[src/rtl/melody_pkg.sv]
// melody_pkg: shared constants for the melody sequencer (state encoding,
// default widths, table-entry sentinels).
package melody_pkg;

  // FSM state encoding
  localparam logic [1:0] ST_IDLE = 2'd0;
  localparam logic [1:0] ST_LOAD = 2'd1;
  localparam logic [1:0] ST_PLAY = 2'd2;
  localparam logic [1:0] ST_GAP  = 2'd3;

  // Default configuration
  localparam int unsigned DEF_WIDTH_COUNTER = 10;
  localparam int unsigned DEF_DEPTH         = 16;
  localparam int unsigned DEF_WIDTH_DUR     = 6;
  localparam int unsigned DEF_TICK_DIV      = 1000;
  localparam int unsigned DEF_GAP_TICKS     = 1;

  // Entry sentinels: a zero duration ends the sequence, a zero divider is a rest
  localparam int unsigned END_DUR  = 0;
  localparam int unsigned REST_DIV = 0;

endpackage

[src/rtl/melody_seq_if.sv]
// melody_seq_if: host-side note-table/control bus and tone outputs of melody_seq.
// The loop input exists only when MELODY_SEQ_LOOP_EN is defined.
interface melody_seq_if
  import melody_pkg::*;
#(
  parameter int unsigned WIDTH_COUNTER = DEF_WIDTH_COUNTER,
  parameter int unsigned DEPTH         = DEF_DEPTH,
  parameter int unsigned WIDTH_DUR     = DEF_WIDTH_DUR
) ();
  localparam int unsigned AW = $clog2(DEPTH);

  logic                     wr_en;
  logic [AW-1:0]            wr_addr;
  logic [WIDTH_COUNTER-1:0] wr_div;
  logic [WIDTH_DUR-1:0]     wr_dur;
  logic                     start;
  logic                     stop;
`ifdef MELODY_SEQ_LOOP_EN
  logic                     loop;
`endif
  logic [WIDTH_COUNTER-1:0] div;
  logic                     tone_en;
  logic                     busy;
  logic [AW-1:0]            note_idx;
  logic                     done;

`ifdef MELODY_SEQ_LOOP_EN
  modport master (output wr_en, wr_addr, wr_div, wr_dur, start, stop, loop,
                  input  div, tone_en, busy, note_idx, done);
  modport slave  (input  wr_en, wr_addr, wr_div, wr_dur, start, stop, loop,
                  output div, tone_en, busy, note_idx, done);
`else
  modport master (output wr_en, wr_addr, wr_div, wr_dur, start, stop,
                  input  div, tone_en, busy, note_idx, done);
  modport slave  (input  wr_en, wr_addr, wr_div, wr_dur, start, stop,
                  output div, tone_en, busy, note_idx, done);
`endif

endinterface

[src/rtl/tick_prescaler.sv]
// tick_prescaler: modulo-TICK_DIV counter; tick marks the terminal count while enabled.
module tick_prescaler #(
  parameter int unsigned TICK_DIV = 1000
) (
  input  logic clk,
  input  logic rst,
  input  logic clr,
  input  logic en,
  output logic tick
);
  localparam int unsigned CW = (TICK_DIV > 1) ? $clog2(TICK_DIV) : 1;

  logic [CW-1:0] cnt;

  assign tick = en && (cnt == CW'(TICK_DIV - 1));

  // Free-running count, wrapping on the terminal value
  always_ff @(posedge clk) begin
    if (rst || clr) begin
      cnt <= '0;
    end else if (en) begin
      cnt <= tick ? '0 : cnt + CW'(1);
    end
  end

endmodule

[src/rtl/melody_seq.sv]
// melody_seq: plays a programmable {div, dur} note table into a tone generator,
// with a fixed silent gap after each note.
// Optional feature macro: MELODY_SEQ_LOOP_EN (adds bus.loop to repeat the sequence).
module melody_seq
  import melody_pkg::*;
#(
  parameter int unsigned WIDTH_COUNTER = DEF_WIDTH_COUNTER,
  parameter int unsigned DEPTH         = DEF_DEPTH,
  parameter int unsigned WIDTH_DUR     = DEF_WIDTH_DUR,
  parameter int unsigned TICK_DIV      = DEF_TICK_DIV,
  parameter int unsigned GAP_TICKS     = DEF_GAP_TICKS
) (
  input logic        clk,
  input logic        rst,
  melody_seq_if.slave bus
);
  localparam int unsigned AW = $clog2(DEPTH);
  localparam int unsigned EW = WIDTH_COUNTER + WIDTH_DUR;
  localparam int unsigned GW = (GAP_TICKS > 1) ? $clog2(GAP_TICKS) : 1;

  logic [1:0]               state, state_nxt;
  logic [AW-1:0]            idx, idx_nxt;
  logic [WIDTH_COUNTER-1:0] div_q, div_nxt;
  logic [WIDTH_DUR-1:0]     dur_q, dur_nxt;
  logic [WIDTH_DUR-1:0]     tcnt, tcnt_nxt;
  logic [GW-1:0]            gcnt, gcnt_nxt;
  logic                     tone_q, tone_nxt;
  logic                     done_q, done_nxt;
  logic                     busy_q, busy_nxt;
  logic                     pre_clr, tick, end_seq, loop_c;

  logic [EW-1:0]            mem [DEPTH];
  logic [EW-1:0]            rd_q;
  logic [WIDTH_COUNTER-1:0] rd_div;
  logic [WIDTH_DUR-1:0]     rd_dur;

`ifdef MELODY_SEQ_LOOP_EN
  assign loop_c = bus.loop;
`else
  assign loop_c = 1'b0;
`endif

  assign rd_div = rd_q[EW-1:WIDTH_DUR];
  assign rd_dur = rd_q[WIDTH_DUR-1:0];

  tick_prescaler #(.TICK_DIV(TICK_DIV)) u_presc (
    .clk  (clk),
    .rst  (rst),
    .clr  (pre_clr),
    .en   (state != ST_IDLE),
    .tick (tick)
  );

  // Note table: one write port, registered read addressed by the next index so LOAD sees entry[idx]
  always_ff @(posedge clk) begin
    if (bus.wr_en) begin
      mem[bus.wr_addr] <= {bus.wr_div, bus.wr_dur};
    end
    rd_q <= mem[idx_nxt];
  end

  // Next-state and output decode
  always_comb begin
    state_nxt = state;
    idx_nxt   = idx;
    div_nxt   = div_q;
    dur_nxt   = dur_q;
    tcnt_nxt  = tcnt;
    gcnt_nxt  = gcnt;
    tone_nxt  = tone_q;
    done_nxt  = 1'b0;
    pre_clr   = 1'b0;
    end_seq   = 1'b0;

    case (state)
      ST_IDLE: begin
        if (bus.start && !bus.stop) begin
          state_nxt = ST_LOAD;
          idx_nxt   = '0;
          pre_clr   = 1'b1;
        end
      end
      ST_LOAD: begin
        if (rd_dur == WIDTH_DUR'(END_DUR)) begin
          end_seq = 1'b1;
        end else begin
          div_nxt   = rd_div;
          dur_nxt   = rd_dur;
          tcnt_nxt  = '0;
          tone_nxt  = (rd_div != WIDTH_COUNTER'(REST_DIV));
          state_nxt = ST_PLAY;
        end
      end
      ST_PLAY: begin
        if (tick) begin
          if (tcnt == dur_q - WIDTH_DUR'(1)) begin
            state_nxt = ST_GAP;
            tone_nxt  = 1'b0;
            gcnt_nxt  = '0;
          end else begin
            tcnt_nxt = tcnt + WIDTH_DUR'(1);
          end
        end
      end
      default: begin
        if (tick) begin
          if (gcnt == GW'(GAP_TICKS - 1)) begin
            if (idx == AW'(DEPTH - 1)) begin
              end_seq = 1'b1;
            end else begin
              idx_nxt   = idx + AW'(1);
              state_nxt = ST_LOAD;
            end
          end else begin
            gcnt_nxt = gcnt + GW'(1);
          end
        end
      end
    endcase

    // End of sequence: either restart from entry 0 or return to IDLE with a done pulse
    if (end_seq) begin
      div_nxt  = '0;
      tone_nxt = 1'b0;
      if (loop_c) begin
        state_nxt = ST_LOAD;
        idx_nxt   = '0;
      end else begin
        state_nxt = ST_IDLE;
        done_nxt  = 1'b1;
      end
    end

    // Abort overrides everything, including a coincident natural end
    if (bus.stop && (state != ST_IDLE)) begin
      state_nxt = ST_IDLE;
      div_nxt   = '0;
      tone_nxt  = 1'b0;
      done_nxt  = 1'b0;
    end

    busy_nxt = (state_nxt != ST_IDLE);
  end

  // State register
  always_ff @(posedge clk) begin
    if (rst) begin
      state <= ST_IDLE;
    end else begin
      state <= state_nxt;
    end
  end

  // Datapath and output registers
  always_ff @(posedge clk) begin
    if (rst) begin
      idx    <= '0;
      div_q  <= '0;
      dur_q  <= '0;
      tcnt   <= '0;
      gcnt   <= '0;
      tone_q <= 1'b0;
      done_q <= 1'b0;
      busy_q <= 1'b0;
    end else begin
      idx    <= idx_nxt;
      div_q  <= div_nxt;
      dur_q  <= dur_nxt;
      tcnt   <= tcnt_nxt;
      gcnt   <= gcnt_nxt;
      tone_q <= tone_nxt;
      done_q <= done_nxt;
      busy_q <= busy_nxt;
    end
  end

  assign bus.div      = div_q;
  assign bus.tone_en  = tone_q;
  assign bus.busy     = busy_q;
  assign bus.note_idx = idx;
  assign bus.done     = done_q;

endmodule

[src/flat_wrapper.sv]
// flat-port wrapper written by rule: the top's interface ports become plain ports
module melody_seq_flat import melody_pkg::*;
#(
  parameter int unsigned WIDTH_COUNTER = DEF_WIDTH_COUNTER,
  parameter int unsigned DEPTH         = DEF_DEPTH,
  parameter int unsigned WIDTH_DUR     = DEF_WIDTH_DUR,
  parameter int unsigned TICK_DIV      = DEF_TICK_DIV,
  parameter int unsigned GAP_TICKS     = DEF_GAP_TICKS
)
  (clk, rst, bus_wr_en, bus_wr_addr, bus_wr_div, bus_wr_dur, bus_start, bus_stop, bus_div, bus_tone_en, bus_busy, bus_note_idx, bus_done);
  melody_seq_if #(.WIDTH_COUNTER(WIDTH_COUNTER), .DEPTH(DEPTH), .WIDTH_DUR(WIDTH_DUR)) bus_i ();
  input logic clk;
  input logic rst;
  input wire logic [$bits(bus_i.wr_en)-1:0] bus_wr_en;
  input wire logic [$bits(bus_i.wr_addr)-1:0] bus_wr_addr;
  input wire logic [$bits(bus_i.wr_div)-1:0] bus_wr_div;
  input wire logic [$bits(bus_i.wr_dur)-1:0] bus_wr_dur;
  input wire logic [$bits(bus_i.start)-1:0] bus_start;
  input wire logic [$bits(bus_i.stop)-1:0] bus_stop;
  output wire logic [$bits(bus_i.div)-1:0] bus_div;
  output wire logic [$bits(bus_i.tone_en)-1:0] bus_tone_en;
  output wire logic [$bits(bus_i.busy)-1:0] bus_busy;
  output wire logic [$bits(bus_i.note_idx)-1:0] bus_note_idx;
  output wire logic [$bits(bus_i.done)-1:0] bus_done;
  assign bus_i.wr_en = bus_wr_en;
  assign bus_i.wr_addr = bus_wr_addr;
  assign bus_i.wr_div = bus_wr_div;
  assign bus_i.wr_dur = bus_wr_dur;
  assign bus_i.start = bus_start;
  assign bus_i.stop = bus_stop;
  assign bus_div = bus_i.div;
  assign bus_tone_en = bus_i.tone_en;
  assign bus_busy = bus_i.busy;
  assign bus_note_idx = bus_i.note_idx;
  assign bus_done = bus_i.done;
  melody_seq #(.WIDTH_COUNTER(WIDTH_COUNTER), .DEPTH(DEPTH), .WIDTH_DUR(WIDTH_DUR), .TICK_DIV(TICK_DIV), .GAP_TICKS(GAP_TICKS)) u_core (.clk(clk), .rst(rst), .bus(bus_i));
endmodule
[config.mk]
export PLATFORM = sky130hd
export DESIGN_NAME = melody_seq_flat
export DESIGN_NICKNAME = d
export VERILOG_FILES = /design/src/rtl/melody_pkg.sv /design/src/rtl/melody_seq_if.sv /design/src/rtl/tick_prescaler.sv /design/src/rtl/melody_seq.sv /design/src/flat_wrapper.sv
export SDC_FILE = /design/constraint.sdc
export NUM_CORES = 1
export LEC_CHECK = 0
export ABC_AREA = 1
export CAP_MARGIN = 30
export CORE_ASPECT_RATIO = 0.75
export CORE_MARGIN = 5
export CORE_UTILIZATION = 41
export DETAILED_ROUTE_END_ITERATION = 6
export PLACE_DENSITY = 0.6
export SYNTH_ARGS = -nofsm -noshare
export SYNTH_HDL_FRONTEND = slang
export SYNTH_SLANG_ARGS = --single-unit
[constraint.sdc]
create_clock -name clk -period 4.7 [get_ports clk]
set_input_delay 1.41 -clock clk [delete_from_list [all_inputs] [get_ports clk]]
set_output_delay 1.41 -clock clk [all_outputs]
set_load 0.005 [all_outputs]
**Clock distribution**

(1 px per um)
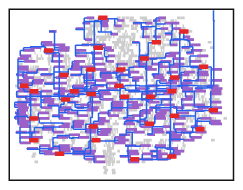
Blue marks clock wires, length 3,750 um. Red marks clock drivers, count 31. Purple marks flip-flops, count 313.
There are 32 routed clock nets.

**Nets reached from selected ports**

(2 px per um)
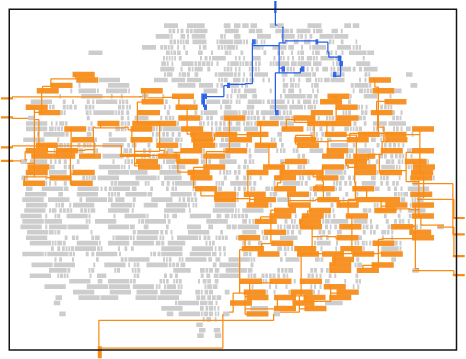
Orange marks bus_wr_div, bits 10, direction input, end cells 160, wire 2,180 um. Blue marks rst, bits 1, direction input, end cells 13, wire 194 um.
input/output buffers: 41
total I/O pin count: 42

==> synth_stat cells <==
library cell    n  area, um^2
a22oi_1         1        7.51
nor4_1          3        18.8
nor3_1          5        25.0
a31oi_4         1        21.3
nand4_1         8        50.1
nor2_1         51         191
buf_1           1        3.75
xnor2_1         7        61.3
edfxtp_1      256        7690
a21o_1          1        7.51
or2_2           1        6.26
ha_1            9         113
buf_6          11         124
buf_2          37         185
nand3_2         1        10.0
nand2_1       222         833
nand3_4         1        17.5
o21ai_1         1        5.00
inv_2           4        15.0
nand3_1       309        1550
clkbuf_1       10        37.5
a31oi_1         2        12.5
nor3b_1         2        15.0
nor2_4          1        11.3
xor2_1          6        52.6
a21oi_1        29         145
nor2_2          4        25.0
a211oi_1        1        7.51
dfxtp_1        57        1140
o21ai_0        16        80.1
inv_1         238         893
nand3b_1       67         503
buf_4          10        75.1
==> power breakdown <==
part	leakage [nW]	switching, mW	internal, mW	total, mW
clock	0.515	1.03	1.52	2.56
sequential	2.78	0.0725	3.11	3.19
combinational	2.93	0.401	0.220	0.621
==> worst paths after layout <==
check / from / end / depth (start not counted)
min reg2reg: u_core.bus.div[1] / u_core.bus.div[1] / 2
max reg2reg: u_core.state[0] / u_core.rd_q[3] / 13
max: bus_stop / u_core.rd_q[10] / 11
min: u_core.bus.div[1] / u_core.bus.div[1] / 2
==> worst max-delay path: cells and delay by family <==
family,cells,cell delay [ns]
and+or+nand+nor,8,1.37
buffers and inverters,3,0.98
==> registers in the layout (all words and copies together), names as in the netlist, 2 cells and up <==
signal and cells:
u_core.tcnt 6, u_core.bus.div 10, u_core.bus.note_idx 4, u_core.mem 256
u_core.dur_q 6, u_core.state 2, u_core.u_presc.cnt 10, u_core.rd_q 16
==> area by class of cell <==
type	instances	area, um^2
clock inverters	14	173
flip-flops and latches	313	8830
inverters	242	908
multi-input cells	749	3840
repair buffers	70	691
fillers	3127	17600
clock buffers	43	882
diodes	1	2.50
well taps	450	563
==> layer usage <==
metal | wire [um] | track usage [%] | vias to the layer above | part of all wire, %
met2 | 15300 | 28.9 | 273 | 44
met4 | 936 | 4.87 | 2 | 2.7
li1 | - | - | 4655 | -
met5 | 13 | 0 | - | 0.038
met3 | 2230 | 3.44 | 64 | 6.5
met1 | 16000 | 25.8 | 4700 | 46
==> logic make-up after synthesis <==
logic type      Yosys count  share of synthesized area [%]
simple gates            675                           23.4
xor+xnor                 13                          0.817
fa+ha+maj                 9                          0.808
flops                   313                           63.4
buf+inv                 311                           9.58
compound gates           52                           2.06
==> stage by stage <==
stage          hold slack (ns)  instances
2_1_floorplan            0.437       1373
3_3_place_gp             0.453       1824
3_5_place_dp             0.455       1824
4_1_cts                  0.465       1881
5_1_grt                  0.487       1881
6_report                 0.463       1882
==> flow_metrics.env <==
# physical design summary
export IMPL_status="finished, final reports clean"
export IMPL_cts_resized_gates=0
export IMPL_rsz0062_at_grt="false"
export IMPL_clk_pin_slew_ns=0.06
export IMPL_crit_slowest_cell="nand3_2"
export IMPL_ant_nets=0
export IMPL_cts_htree_levels=1
export IMPL_ys_seq_share_pct=63.4
export IMPL_fp_dieW_um=223
export IMPL_antenna_found_initial=2
export IMPL_tightest_slew_ns=0.898
export IMPL_post_cts_buffers=0
export IMPL_powerDensity_nw_per_um2=400
export IMPL_vias=9694
export IMPL_finalPower_mw=6.36
export IMPL_fp_dieH_um=170
export IMPL_syn_area_um2=13900
export IMPL_layout_top_cell="nand3_1"
export IMPL_crit_path_start_kind="primary input"
export IMPL_cts_hold_buf=0
export IMPL_max_stage_delay_ns=0.71
export IMPL_ys_types=33
export IMPL_ys_cells=1373
export IMPL_cts_buffer_depth=3
export IMPL_r2r_slack_ns=1.46
export IMPL_dp_hpwl_mm=19.5
export IMPL_grt_overflow_total=0
export IMPL_crit_type="primary input to flip-flop"
export IMPL_syn_area_per_cell_um2=10.1
export IMPL_critPathMostFrequentCell="nand3_1"
No activity file was given, so power comes from the tool's default toggle rates.
